registers.png
(3 px per um)
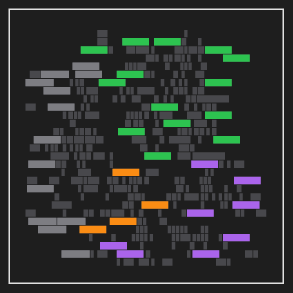
metal_stack.png
(4 px per um)
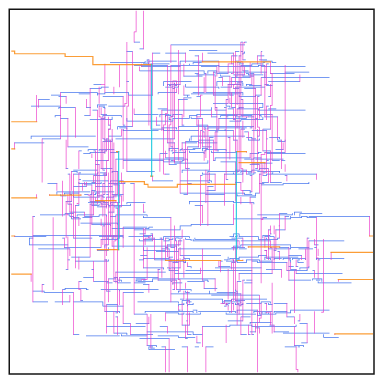
## src/rtl/ps2_host_tx_if.sv

```systemverilog
// ps2_host_tx_if -- request/response bundle between a command source and the PS/2 host transmitter.
// Revision: 1.0
`default_nettype none

interface ps2_host_tx_if;
  logic [7:0] tx_data;
  logic       tx_valid;
  logic       tx_ready;
  logic       done;
  logic       err;

  modport master (
    output tx_data,
    output tx_valid,
    input  tx_ready,
    input  done,
    input  err
  );

  modport slave (
    input  tx_data,
    input  tx_valid,
    output tx_ready,
    output done,
    output err
  );
endinterface

`default_nettype wire

```

## src/rtl/ps2_host_tx.sv

```systemverilog
// ps2_host_tx -- PS/2 host-to-device byte transmitter (inhibit, start, 8 data, odd parity, stop, ack).
// Optional macro PS2_HOST_TX_TIMEOUT_EN adds a transfer timeout.  Revision: 1.0
`default_nettype none

module ps2_host_tx #(
  parameter int unsigned INHIBIT_CYCLES = 10000,
  parameter int unsigned TIMEOUT_CYCLES = 2000000
) (
  input  logic          clk,
  input  logic          rst,
  ps2_host_tx_if.slave  bus,
  input  logic          ps2_clk_i,
  input  logic          ps2_data_i,
  output logic          ps2_clk_oe,
  output logic          ps2_data_oe
);

  localparam int unsigned c_INH_W = (INHIBIT_CYCLES > 1) ? $clog2(INHIBIT_CYCLES) : 1;
  localparam logic [c_INH_W-1:0] c_INH_LAST = c_INH_W'(INHIBIT_CYCLES - 1);

  if (INHIBIT_CYCLES < 1 || TIMEOUT_CYCLES < 1) begin : g_param_check
    $error("ps2_host_tx: INHIBIT_CYCLES and TIMEOUT_CYCLES must be at least 1");
  end

  typedef enum logic [2:0] {
    IDLE     = 3'd0,
    INHIBIT  = 3'd1,
    START    = 3'd2,
    SHIFT    = 3'd3,
    ACK      = 3'd4,
    WAITIDLE = 3'd5
  } state_t;

  state_t               state_q;
  logic [1:0]           clk_sync_q;
  logic [1:0]           data_sync_q;
  logic                 clk_prev_q;
  logic [c_INH_W-1:0]   inh_cnt_q;
  logic [c_INH_W-1:0]   inh_cnt_d;
  logic [3:0]           bit_cnt_q;
  logic [3:0]           bit_cnt_d;
  logic [7:0]           data_q;
  logic                 tx_ready_q;
  logic                 clk_oe_q;
  logic                 data_oe_q;
  logic                 done_q;
  logic                 err_q;
  logic                 w_fall;
  logic                 w_parity;
  logic                 w_timeout;

  assign w_fall    = clk_prev_q & ~clk_sync_q[1];
  assign w_parity  = ~^data_q;
  assign inh_cnt_d = inh_cnt_q + 1'b1;
  assign bit_cnt_d = bit_cnt_q + 4'd1;

`ifdef PS2_HOST_TX_TIMEOUT_EN
  localparam int unsigned c_TO_W = (TIMEOUT_CYCLES > 1) ? $clog2(TIMEOUT_CYCLES) : 1;
  localparam logic [c_TO_W-1:0] c_TO_LAST = c_TO_W'(TIMEOUT_CYCLES - 1);

  logic [c_TO_W-1:0] to_cnt_q;
  logic [c_TO_W-1:0] to_cnt_d;

  assign to_cnt_d  = to_cnt_q + 1'b1;
  // The window closes once the acknowledge has been sampled (WAITIDLE is excluded).
  assign w_timeout = ((state_q == SHIFT) || (state_q == ACK)) && (to_cnt_q == c_TO_LAST);
`else
  assign w_timeout = 1'b0;
`endif

  always_ff @(posedge clk or negedge rst) begin
    if (!rst) begin
      clk_sync_q  <= 2'b11;
      data_sync_q <= 2'b11;
      clk_prev_q  <= 1'b1;
      state_q     <= IDLE;
      tx_ready_q  <= 1'b1;
      clk_oe_q    <= 1'b0;
      data_oe_q   <= 1'b0;
      done_q      <= 1'b0;
      err_q       <= 1'b0;
      inh_cnt_q   <= '0;
      bit_cnt_q   <= '0;
      data_q      <= '0;
`ifdef PS2_HOST_TX_TIMEOUT_EN
      to_cnt_q    <= '0;
`endif
    end else begin
      clk_sync_q  <= {clk_sync_q[0], ps2_clk_i};
      data_sync_q <= {data_sync_q[0], ps2_data_i};
      clk_prev_q  <= clk_sync_q[1];
      done_q      <= 1'b0;
      err_q       <= 1'b0;
`ifdef PS2_HOST_TX_TIMEOUT_EN
      if ((state_q == SHIFT) || (state_q == ACK)) begin
        to_cnt_q <= to_cnt_d;
      end else begin
        to_cnt_q <= '0;
      end
`endif
      if (w_timeout) begin
        state_q    <= IDLE;
        tx_ready_q <= 1'b1;
        clk_oe_q   <= 1'b0;
        data_oe_q  <= 1'b0;
        bit_cnt_q  <= '0;
        err_q      <= 1'b1;
      end else begin
        case (state_q)
          IDLE: begin
            if (bus.tx_valid && tx_ready_q) begin
              data_q     <= bus.tx_data;
              state_q    <= INHIBIT;
              tx_ready_q <= 1'b0;
              clk_oe_q   <= 1'b1;
              data_oe_q  <= 1'b0;
              inh_cnt_q  <= '0;
            end
          end
          INHIBIT: begin
            if (inh_cnt_q == c_INH_LAST) begin
              state_q   <= START;
              data_oe_q <= 1'b1;
            end else begin
              inh_cnt_q <= inh_cnt_d;
            end
          end
          START: begin
            // Data stays low as the start bit until the device's first falling edge.
            state_q   <= SHIFT;
            clk_oe_q  <= 1'b0;
            bit_cnt_q <= '0;
          end
          SHIFT: begin
            if (w_fall) begin
              bit_cnt_q <= bit_cnt_d;
              if (bit_cnt_q < 4'd8) begin
                data_oe_q <= ~data_q[bit_cnt_q[2:0]];
              end else if (bit_cnt_q == 4'd8) begin
                data_oe_q <= ~w_parity;
              end else begin
                data_oe_q <= 1'b0;
                state_q   <= ACK;
              end
            end
          end
          ACK: begin
            if (w_fall) begin
              bit_cnt_q <= '0;
              if (!data_sync_q[1]) begin
                state_q <= WAITIDLE;
              end else begin
                state_q    <= IDLE;
                tx_ready_q <= 1'b1;
                err_q      <= 1'b1;
              end
            end
          end
          WAITIDLE: begin
            if (clk_sync_q[1] && data_sync_q[1]) begin
              state_q    <= IDLE;
              tx_ready_q <= 1'b1;
              done_q     <= 1'b1;
            end
          end
          default: begin
            state_q    <= IDLE;
            tx_ready_q <= 1'b1;
            clk_oe_q   <= 1'b0;
            data_oe_q  <= 1'b0;
          end
        endcase
      end
    end
  end

  assign bus.tx_ready = tx_ready_q;
  assign bus.done     = done_q;
  assign bus.err      = err_q;
  assign ps2_clk_oe   = clk_oe_q;
  assign ps2_data_oe  = data_oe_q;

endmodule

`default_nettype wire

```

## src/flat_wrapper.sv

```systemverilog
// flat-port wrapper written by rule: the top's interface ports become plain ports
module ps2_host_tx_flat 
#(
  parameter int unsigned INHIBIT_CYCLES = 10000,
  parameter int unsigned TIMEOUT_CYCLES = 2000000
)
  (clk, rst, ps2_clk_i, ps2_data_i, ps2_clk_oe, ps2_data_oe, bus_tx_data, bus_tx_valid, bus_tx_ready, bus_done, bus_err);
  ps2_host_tx_if bus_i ();
  input  logic clk;
  input  logic rst;
  input  logic ps2_clk_i;
  input  logic ps2_data_i;
  output logic ps2_clk_oe;
  output logic ps2_data_oe;
  input wire logic [$bits(bus_i.tx_data)-1:0] bus_tx_data;
  input wire logic [$bits(bus_i.tx_valid)-1:0] bus_tx_valid;
  output wire logic [$bits(bus_i.tx_ready)-1:0] bus_tx_ready;
  output wire logic [$bits(bus_i.done)-1:0] bus_done;
  output wire logic [$bits(bus_i.err)-1:0] bus_err;
  assign bus_i.tx_data = bus_tx_data;
  assign bus_i.tx_valid = bus_tx_valid;
  assign bus_tx_ready = bus_i.tx_ready;
  assign bus_done = bus_i.done;
  assign bus_err = bus_i.err;
  ps2_host_tx #(.INHIBIT_CYCLES(INHIBIT_CYCLES), .TIMEOUT_CYCLES(TIMEOUT_CYCLES)) u_core (.clk(clk), .rst(rst), .bus(bus_i), .ps2_clk_i(ps2_clk_i), .ps2_data_i(ps2_data_i), .ps2_clk_oe(ps2_clk_oe), .ps2_data_oe(ps2_data_oe));
endmodule
```

## config.mk

```make
export PLATFORM = sky130hd
export DESIGN_NAME = ps2_host_tx_flat
export DESIGN_NICKNAME = d
export VERILOG_FILES = /design/src/rtl/ps2_host_tx_if.sv /design/src/rtl/ps2_host_tx.sv /design/src/flat_wrapper.sv
export SDC_FILE = /design/constraint.sdc
export NUM_CORES = 1
export LEC_CHECK = 0
export ABC_AREA = 1
export CAP_MARGIN = 5
export CORE_MARGIN = 5
export CORE_UTILIZATION = 35
export DETAILED_ROUTE_END_ITERATION = 7
export MAX_ROUTING_LAYER = met4
export PLACE_DENSITY = 0.48
export SLEW_MARGIN = 20
export SYNTH_ARGS = -nofsm -noshare
export SYNTH_HDL_FRONTEND = slang
export SYNTH_SLANG_ARGS = --single-unit
```

## constraint.sdc

```tcl
create_clock -name clk -period 2.2 [get_ports clk]
set_input_delay 0.44 -clock clk [delete_from_list [all_inputs] [get_ports clk]]
set_output_delay 0.44 -clock clk [all_outputs]
set_load 0.03 [all_outputs]
```

==> qor.yml <==
run_status:
  status: "complete, no violations"
clock_tree:
  cts_buffer_depth: 2
  cts_root_buffer: "clkbuf_8"
  cts_buffers: 5
  cts_tree: "yes"
  clk_pin_slew_ps: 80
  cts_resized: 0
  cts_sinks: 39
  clock.latency.late_pin_ps: 300
  post_cts_buffers: 0
critical_path:
  start_kind: "flop"
  cp_top_family: "buffers and inverters"
  crit_chain: "clkdlybuf4s50_1"
  cp_max_fo: 3
  worst_path_largest_cell_delay_ps: 680
  end_kind: "output pin"
  crit_buf_inv: 1
  crit_arrival_ps: 1540
  slowest_stage: "clkdlybuf4s50_1"
  path_class: "flop to output pin"
placement:
  place_hpwl_mm: 3.635
  placed_area_um2: 2527
  port_buffers: 17
  place_congestion: 0.9142
  placed_cells: 378
  place_ws_ps: 351.4
routing:
  routed_wl_mm: 5.006
  post-route-drc-count: 0
  drt_iter0_drc: 90
  highest_layer: "met4"
  met1_length_mm: 2.458
  wl_met2_mm: 2.283
  routed-wl-met3_um: 185
  wl_per_cell_um: 12.97
  vias: 1876
  final_antenna_net_count: 0
  vias_per_cell: 4.860
  first_pass_iters: 4
sta:
  hold_violations: 0
  fin_setup_tns_ps: 0
  fin_hold_ws_ps: 195.6
  fmax_mhz: 504.3
  final-setup-viol-count: 0
  drv_slew: 0
  period_used_pct: 90.13
  rsz0062_at_grt: "false"
  fin_crit_ps: 1983
  fin_skew_ps: 6.021
die:
  io_pins: 18
  row_count: 29
  fp_util_pct: 36.02
  die-area_um2: 8252
  coreArea_um2: 6350
  die_w_um: 90.84
  fp.dieH_um: 90.84
synthesis:
  synthArstFlopShare_pct: 100.0
  largest_area_cell: "dfrtp_1"
  yosys-top-cells-count: "nand2_1, dfrtp_1, inv_1"
  edf_count: 0
  ff_type: "dfrtp_1"
  synth_top_area_share_pct: 36.11
  synth_area_per_cell_um2: 7.997
  syn_inst: 286
  syn-num-nets: 302
  yosys.area_share.simple_pct: 33.92
  yosys_area_um2: 2287
  ys_seq_share_pct: 43.00
  synthesis.area_um2: 2287
  yosysMostFrequentCell: "nand2_1"
  topCombFamilyByArea: "simple AND/OR/NAND/NOR gates"
  ys_types: 37
  aoi_share_pct: 10.45
  ys_ff: 39
  mux_share_pct: 0
  yosysWarnings: 0
  fa_ha_area_share_pct: 1.641
pwr:
  total_power_mw: 3.222
  clkPwrFrac_pct: 22.2
  clock_power_mw: 0.716
  p_per_area_nw_per_um2: 1211
  switchingPower_mw: 1.366
  comb_cell_power_mw: 1.38
  p_int_mw: 1.856
  power_frac_comb_pct: 42.9
  switching_share_pct: 42.40
  ir_drop_uv: 500.8
  power_leakage_nw: 1.227
  maxPowerGroup: "combinational cells"
  seq_power_share_pct: 34.9
final_layout:
  stdcell_area_um2: 2660
  num_antenna_cells: 0
  nFillCells: 644
  fin_nets: 324
  area_growth_pct: 16.30
  finalNonFillerCells: 386
  drive_gt1_share_pct: 14.56
grt:
  antenna_found_initial: 0
  gr-usage-met2_pct: 20.10
  overflow: 0
  grt_pass1_vias: 1883
  grt_max_degree: 40
  met1_usage_pct: 17.96
hold_path:
  hp-class: "primary input to async pin"
job:
  warnings: 27
  maxCapViolCount: 0
About registers.png:
Key: purple = `u_core.data_q` [sequential cells 8]; green = `u_core.inh_cnt_q` [sequential cells 14]; orange = `u_core.bit_cnt_q` [sequential cells 4, where bottom middle]
Flop area: 983.4 um2
Util after Layout: 41.89%
total sequential power: 1.12 mW

About metal_stack.png:
Key: magenta = met2 [wire length 2280 um]; blue = met1 [wire length 2460 um]; cyan = met4 [wire length 79.6 um]; orange = met3 [wire length 185 um]

==> path summary, 6_finish.rpt <==
path | startpoint | end | slack [ps] | cells past startpoint
worst max-delay path | u_core.bus.tx_ready | bus_tx_ready | 220 | 1
worst min-delay path | rst | u_core.data_q[4] | 200 | 2
worst max register to register | u_core.inh_cnt_q[0] | u_core.inh_cnt_q[8] | 370 | 8
worst min register to register | u_core.data_sync_q[0] | u_core.data_sync_q[1] | 360 | 0
max in group asynchronous | rst | u_core.data_sync_q[0] | 1630 | 2
min in group clk | u_core.data_sync_q[0] | u_core.data_sync_q[1] | 360 | 0
==> placed cells by master (no fill, tap or decap), types with 2 or more instances in the layout <==
cell type	instances
nor2_2	2
o211ai_1	2
nor3_2	3
inv_2	4
o22ai_1	6
nor3b_2	2
buf_4	3
dfstp_2	6
clkdlybuf4s50_1	16
nand2_1	82
dfrtp_1	33
xor2_1	8
nand4_1	3
nor2_1	19
o21ai_1	5
o21ai_0	14
ha_1	3
nor3_1	7
nand3_2	2
clkbuf_8	5
bufinv_16	2
inv_1	30
nand3_1	27
a21oi_1	5
nor2_4	3
nand2_2	3
==> registers in the layout (all words and copies together), names as in the netlist <==
signal and cells:
u_core.bus.err 1, u_core.bus.done 1, u_core.bit_cnt_q 4, u_core.state_q 3
u_core.bus.tx_ready 1, u_core.inh_cnt_q 14, u_core.ps2_clk_oe 1, u_core.data_sync_q 2
u_core.clk_sync_q 2, u_core.ps2_data_oe 1, u_core.data_q 8, u_core.clk_prev_q 1
==> final cells by class <==
class	count	area, um2	area share (%)
repair buffers	20	187.7	7.056
well taps	77	96.34	3.622
clock inverters	2	60.06	2.258
clock buffers	6	72.57	2.728
multi-input cells	206	1122	42.19
inverters	36	137.6	5.174
flip-flops and latches	39	983.4	36.97
Power is estimated from default activity; no workload was simulated.
